`config.mk`:
```
export PLATFORM = sky130hd
export DESIGN_NAME = mat_stream_packer
export DESIGN_NICKNAME = d
export VERILOG_FILES = /design/src/rtl/mat_pkg.sv /design/src/rtl/mat_rc_counter.sv /design/src/rtl/mat_stream_packer.sv
export SDC_FILE = /design/constraint.sdc
export NUM_CORES = 1
export LEC_CHECK = 0
export CELL_PAD_IN_SITES_DETAIL_PLACEMENT = 0
export CELL_PAD_IN_SITES_GLOBAL_PLACEMENT = 1
export CORE_MARGIN = 1.5
export CORE_UTILIZATION = 25
export DETAILED_ROUTE_END_ITERATION = 10
export PLACE_DENSITY = 0.66
export SETUP_SLACK_MARGIN = 0.05
export SLEW_MARGIN = 20
export SYNTH_ARGS = -nofsm -noshare
export SYNTH_HDL_FRONTEND = slang
export SYNTH_SLANG_ARGS = --single-unit
```
`constraint.sdc`:
```
create_clock -name clk -period 8.8 [get_ports clk]
set_input_delay 0.88 -clock clk [delete_from_list [all_inputs] [get_ports clk]]
set_output_delay 0.88 -clock clk [all_outputs]
set_load 0.01 [all_outputs]
```
`src/rtl/mat_pkg.sv`:
```
// Shared packing definitions for 3x3 matrix stream blocks.
// Anything that packs or unpacks the matrix word imports this.
package mat_pkg;

    localparam int N     = 3;
    localparam int W     = 4;
    localparam int MAT_W = N * N * W;
    localparam int IDX_W = $clog2(N * N);
    localparam int RC_W  = $clog2(N);
    localparam int OFF_W = $clog2(MAT_W);

    typedef enum logic {
        FILL,
        HOLD
    } state_t;

    // Element (0,0) sits in the MSBs; row-major toward the LSBs.
    function automatic logic [OFF_W-1:0] slot_lsb(
        input logic [RC_W-1:0] i,
        input logic [RC_W-1:0] j
    );
        int k;
        k = (N * N - 1 - (int'(i) * N + int'(j))) * W;
        return OFF_W'(k);
    endfunction

endpackage

```
`src/rtl/mat_rc_counter.sv`:
```
// Row/column wrap counter walking an N x N matrix in row-major order.
// last flags the final slot; inc there wraps back to (0,0).
module mat_rc_counter
    import mat_pkg::*;
(
    input  logic            clk,
    input  logic            rst,
    input  logic            inc,
    input  logic            clr,
    output logic [RC_W-1:0] row,
    output logic [RC_W-1:0] col,
    output logic            last
);

    localparam logic [RC_W-1:0] MAX = RC_W'(N - 1);

    logic [RC_W-1:0] row_q;
    logic [RC_W-1:0] col_q;
    logic [RC_W-1:0] row_d;
    logic [RC_W-1:0] col_d;

    always_comb begin
        row_d = row_q;
        col_d = col_q;
        if (clr) begin
            row_d = '0;
            col_d = '0;
        end else if (inc) begin
            if (col_q == MAX) begin
                col_d = '0;
                row_d = (row_q == MAX) ? '0 : row_q + 1'b1;
            end else begin
                col_d = col_q + 1'b1;
            end
        end
    end

    always_ff @(posedge clk or posedge rst) begin
        if (rst) begin
            row_q <= '0;
            col_q <= '0;
        end else begin
            row_q <= row_d;
            col_q <= col_d;
        end
    end

    assign row  = row_q;
    assign col  = col_q;
    assign last = (row_q == MAX) && (col_q == MAX);

endmodule

```
`src/rtl/mat_stream_packer.sv`:
```
// Packs a row-major element stream into one N*N*W matrix word,
// with end-of-matrix framing checks and a synchronous abort.
module mat_stream_packer
    import mat_pkg::*;
(
    input  logic             clk,
    input  logic             rst,
    input  logic             clr,
    input  logic             in_valid,
    output logic             in_ready,
    input  logic [W-1:0]     in_data,
    input  logic             in_last,
    output logic             out_valid,
    input  logic             out_ready,
    output logic [MAT_W-1:0] out_mat,
    output logic [RC_W-1:0]  row,
    output logic [RC_W-1:0]  col,
    output logic             frame_err
);

    state_t           state_q;
    logic [MAT_W-1:0] buf_q;
    logic             in_ready_q;
    logic             out_valid_q;
    logic             frame_err_q;

    logic accept;
    logic xfer;
    logic take;
    logic early;
    logic last_slot;

    assign accept = in_valid && in_ready_q;
    assign xfer   = out_valid_q && out_ready;
    assign take   = accept && !clr;
    assign early  = take && in_last && !last_slot;

    mat_rc_counter u_rc (
        .clk  (clk),
        .rst  (rst),
        .inc  (take && !early),
        .clr  (clr || early),
        .row  (row),
        .col  (col),
        .last (last_slot)
    );

    always_ff @(posedge clk or posedge rst) begin
        if (rst) begin
            state_q     <= FILL;
            buf_q       <= '0;
            in_ready_q  <= 1'b0;
            out_valid_q <= 1'b0;
            frame_err_q <= 1'b0;
        end else if (clr) begin
            state_q     <= FILL;
            buf_q       <= '0;
            in_ready_q  <= 1'b1;
            out_valid_q <= 1'b0;
            frame_err_q <= 1'b0;
        end else begin
            frame_err_q <= 1'b0;
            unique case (state_q)
                FILL: begin
                    in_ready_q <= 1'b1;
                    if (early) begin
                        buf_q       <= '0;
                        frame_err_q <= 1'b1;
                    end else if (accept) begin
                        buf_q[slot_lsb(row, col) +: W] <= in_data;
                        if (last_slot) begin
                            state_q     <= HOLD;
                            in_ready_q  <= 1'b0;
                            out_valid_q <= 1'b1;
                            frame_err_q <= !in_last;
                        end
                    end
                end
                HOLD: begin
                    if (xfer) begin
                        state_q     <= FILL;
                        buf_q       <= '0;
                        in_ready_q  <= 1'b1;
                        out_valid_q <= 1'b0;
                    end
                end
            endcase
        end
    end

    assign in_ready  = in_ready_q;
    assign out_valid = out_valid_q;
    assign out_mat   = buf_q;
    assign frame_err = frame_err_q;

endmodule

```
### Clock nets

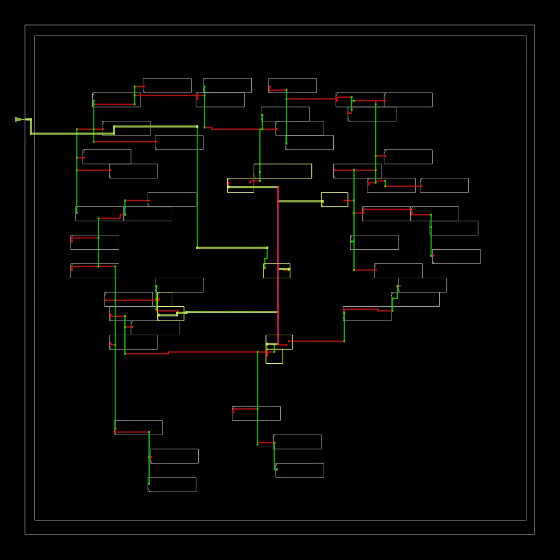
Clock Sinks: 44
skew final: 0.00467 ns

### Register map, names as in the netlist

Other sequential cells in the stronger grey, the rest of the logic in the fainter grey.
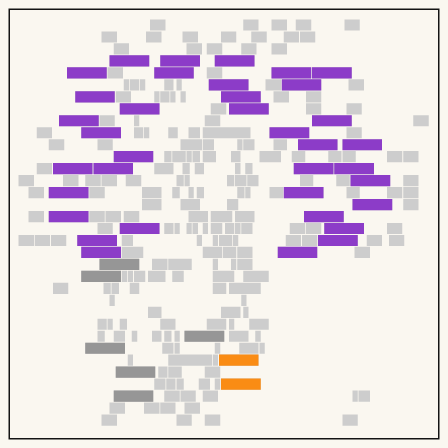
| colour | netlist name | placed flops |
|---|---|---|
| orange | u_rc.row | 2 |
| purple | out_mat | 36 |
Seq. cell area: 0.00110 mm2
power in sequential cells: 0.000207 W
utilization after layout: 34.0%
Seq/total area: 37.3%

### Selected gate families

Bar = 20 um.
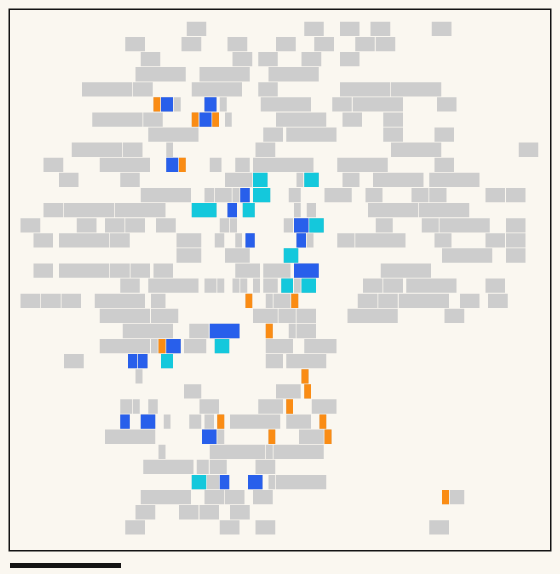
| colour | family | cells | most used |
|---|---|---|---|
| blue | inverting AOI/OAI gates | 19 | o22ai_1 |
| cyan | AND and OR gates | 12 | and2_2 |
| orange | inverters | 16 | inv_1 |
Comb area share: 34.3%
Final Instance Count excl. Fillers: 357

### Pin map

Pins as bars across the die edge, other pins in grey.
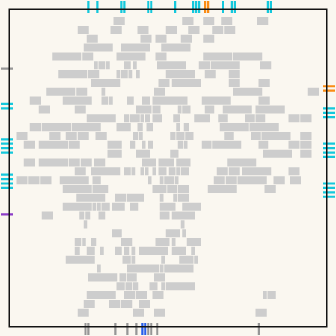
| colour | port | pins | direction | edge |
|---|---|---|---|---|
| orange | in_data | 4 | input | 2 top, 2 right |
| blue | col | 2 | output | bottom |
| purple | in_ready | 1 | output | left |
| cyan | out_mat | 36 | output | 15 top, 11 right, 10 left |
all pins by edge: 17 top, 13 right, 12 left, 11 bottom
die height: 97.3 um
Die Wd: 97.3 um
Port-buffer cells: 52

### Signal wires by layer

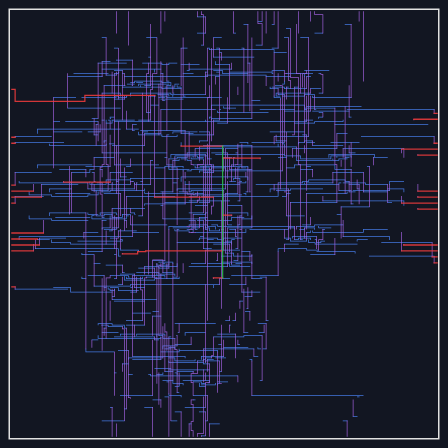
| colour | layer | wire length |
|---|---|---|
| green | met4 | 29.9 um |
| purple | met2 | 2400 um |
| red | met3 | 203 um |
| blue | met1 | 2710 um |
Total GRT Usage: 11.7%
vias: 1717
Avg WL per Cell: 15.0 um
Routed WL: 5340 um

==> flow_metrics.py <==
# Auto-generated metrics
metrics = {
    "pwr": {
        "netSwitchingFraction_pct": 26.7,
        "power_w": 0.000427,
        "power_leader": "registers",
        "power_frac_clock_pct": 37.7,
        "comb-power_w": 0.0000594,
        "p_comb_share_pct": 13.9,
        "p_leak_nw": 1.26,
        "p_sw_w": 0.000114,
        "power_clock_w": 0.000161,
        "power.density_mw_per_mm2": 145,
        "p_int_w": 0.000313,
        "seq_power_share_pct": 48.4,
        "vdd_drop_max_uv": 62.0,
    },
    "clocking": {
        "insertion_delay_ns": 0.30,
        "cts_resized": 0,
        "htreeDepth": 2,
        "cts_root_buffer": "clkbuf_8",
        "cts_setup_buffers": 0,
        "cts_max_path_buffers": 2,
        "cts_made_buffers": 5,
        "cts_hold_buf": 0,
        "clk_pin_slew_ns": 0.09,
        "cts_tree": "yes",
    },
    "worst_hold_path": {
        "whs_path_depth": 1,
        "holdPathEnd": "out_mat[3]$_DFFE_PP0P_",
        "min_path_type": "reg -> reg",
        "hold_path_startpoint": "out_mat[3]$_DFFE_PP0P_",
    },
    "logic_synthesis": {
        "top_cells_by_count": "dfrtp_1 (44), inv_1 (16), nor2_1 (13)",
        "yosysTopAreaCell": "dfrtp_1",
        "ys_ff": 44,
        "avgSynthCellArea_um2": 11.3,
        "ys_seq_share_pct": 49.6,
        "synthMostInstantiatedCell": "dfrtp_1",
        "yosys_most_used_dff": "dfrtp_1",
        "ys_cells": 197,
        "yosys-top-cells-area": "dfrtp_1 (50%), a22o_2 (5.4%), a32o_1 (5.4%), ha_1 (4.5%), a22o_1 (3.2%)",
        "logic_family": "AND-OR/OR-AND gates",
        "async_flop_share_pct": 100,
        "ys_sh_adder_pct": 5.41,
        "yosysUniqueCellTypes": 47,
        "floorplan.nets": 216,
        "xor_area_share_pct": 1.92,
        "aoi_share_pct": 21.5,
        "synth_cells": 197,
        "mappedNetlistArea_mm2": 0.00222,
        "synthMuxAreaShare_pct": 1.35,
        "top_area_share_pct": 49.6,
        "yosys_warnings": 0,
        "edf_count": 0,
        "simple_gate_area_share_pct": 15.5,
        "yosysChipArea_mm2": 0.00222,
    },
    "setup_path": {
        "endpoint": "out_mat[34]$_DFFE_PP0P_",
        "worstPathArrival_ns": 3.53,
        "crit_buf_inv": 2,
        "reg2regPathDepth": 11,
        "path_cells": "ha_1, ha_1, inv_1, ha_1, inv_1, fa_1, xor2_1, or4_1, a311oi_2, and2_2, a22o_2",
        "crit_path_top_delay_cell": "fa_1",
        "worstReg2RegEnd": "out_mat[34]$_DFFE_PP0P_",
        "r2r-start": "u_rc.col[1]$_DFFE_PP0P_",
        "path_depth": 11,
        "cpPeakStageDelay_ns": 0.50,
        "endpoint_kind": "flip-flop",
        "crit_required_ns": 9.05,
        "crit_top_cell": "ha_1",
        "critical_path.startpoint": "u_rc.col[1]$_DFFE_PP0P_",
        "cpLargestDelayFamily": "adder cells",
        "regToRegSetupSlack_ns": 5.52,
        "path_max_fanout": 6,
        "critPathLaunchType": "flip-flop",
        "worstSetupPathType": "reg -> reg",
    },
    "detailed_routing": {
        "vias_per_cell": 4.81,
        "wl_met3_um": 202,
        "ant_nets": 0,
        "top_layer": "met4",
        "drtPass1Iterations": 4,
        "met1_length_um": 2710,
        "initialDrtViolationCount": 54,
        "drc_errors": 0,
        "wl_met2_um": 2400,
    },
    "floorplanning": {
        "core_mm2": 0.00868,
        "nWellTaps": 108,
        "rows": 34,
        "initCoreUtil_pct": 25.6,
        "ios": 53,
        "die_area_mm2": 0.00946,
    },
    "sta": {
        "slew_headroom_pct": 45.4,
        "holdWs_ns": 0.508,
        "setup_tns_ns": 0,
        "max_freq_mhz": 305,
        "hold_violations": 0,
        "fin_crit_sh_pct": 37.3,
        "slew_viol_final": 0,
        "setup_viol": 0,
        "worst_slew_pin_slew_ns": 0.815,
        "rsz0062_at_grt": "no",
        "fin_crit_ns": 3.28,
        "layout_setup_ws_ns": 5.52,
    },
    "finish": {
        "n_all_buffers": 53,
        "n_fill_cell": 907,
        "largest_register_ffs": 36,
        "final_cell_mix": "clkdlybuf4s50_1 (52), dfrtp_1 (44), inv_1 (15)",
        "comb_area_mm2": 0.00101,
        "n_antenna_cell": 0,
        "nets": 267,
        "final-clk-cell-share_pct": 3.90,
        "drive_above_1_share_pct": 14.5,
        "inv_count": 16,
        "largest_class": "sequential cells",
        "seq_cells": 44,
        "fin_area_mm2": 0.00295,
        "area_growth_pct": 33.0,
        "nClkBuffers": 5,
        "lay_top_count": "clkdlybuf4s50_1",
        "logic_gates": 128,
        "nonClkBufAreaFrac_pct": 17.9,
    },
    "placed_design": {
        "placed_cell_area_mm2": 0.00284,
        "dpl_worst_slack_ns": 5.51,
        "place.gp.congestion": 0.822,
        "place_hpwl_um": 3940,
        "place_inst": 349,
    },
    "global_routing": {
        "grt_antenna_before_repair": 0,
        "grt_pass1_wl_um": 8910,
        "grt_max_degree": 45,
        "use_met2_pct": 17.8,
        "grt_use_met1_pct": 16.5,
        "globalRoute.totalOverflow": 0,
        "grt_pass1_vias": 1718,
        "use_met3_pct": 3.45,
        "busiest_layer": "met2",
    },
    "flow_run": {
        "cap_violations": 0,
        "warnings": 28,
    },
    "run_status": {
        "status": "complete, no violations",
    },
}
No activity file was given, so power comes from the tool's default toggle rates.
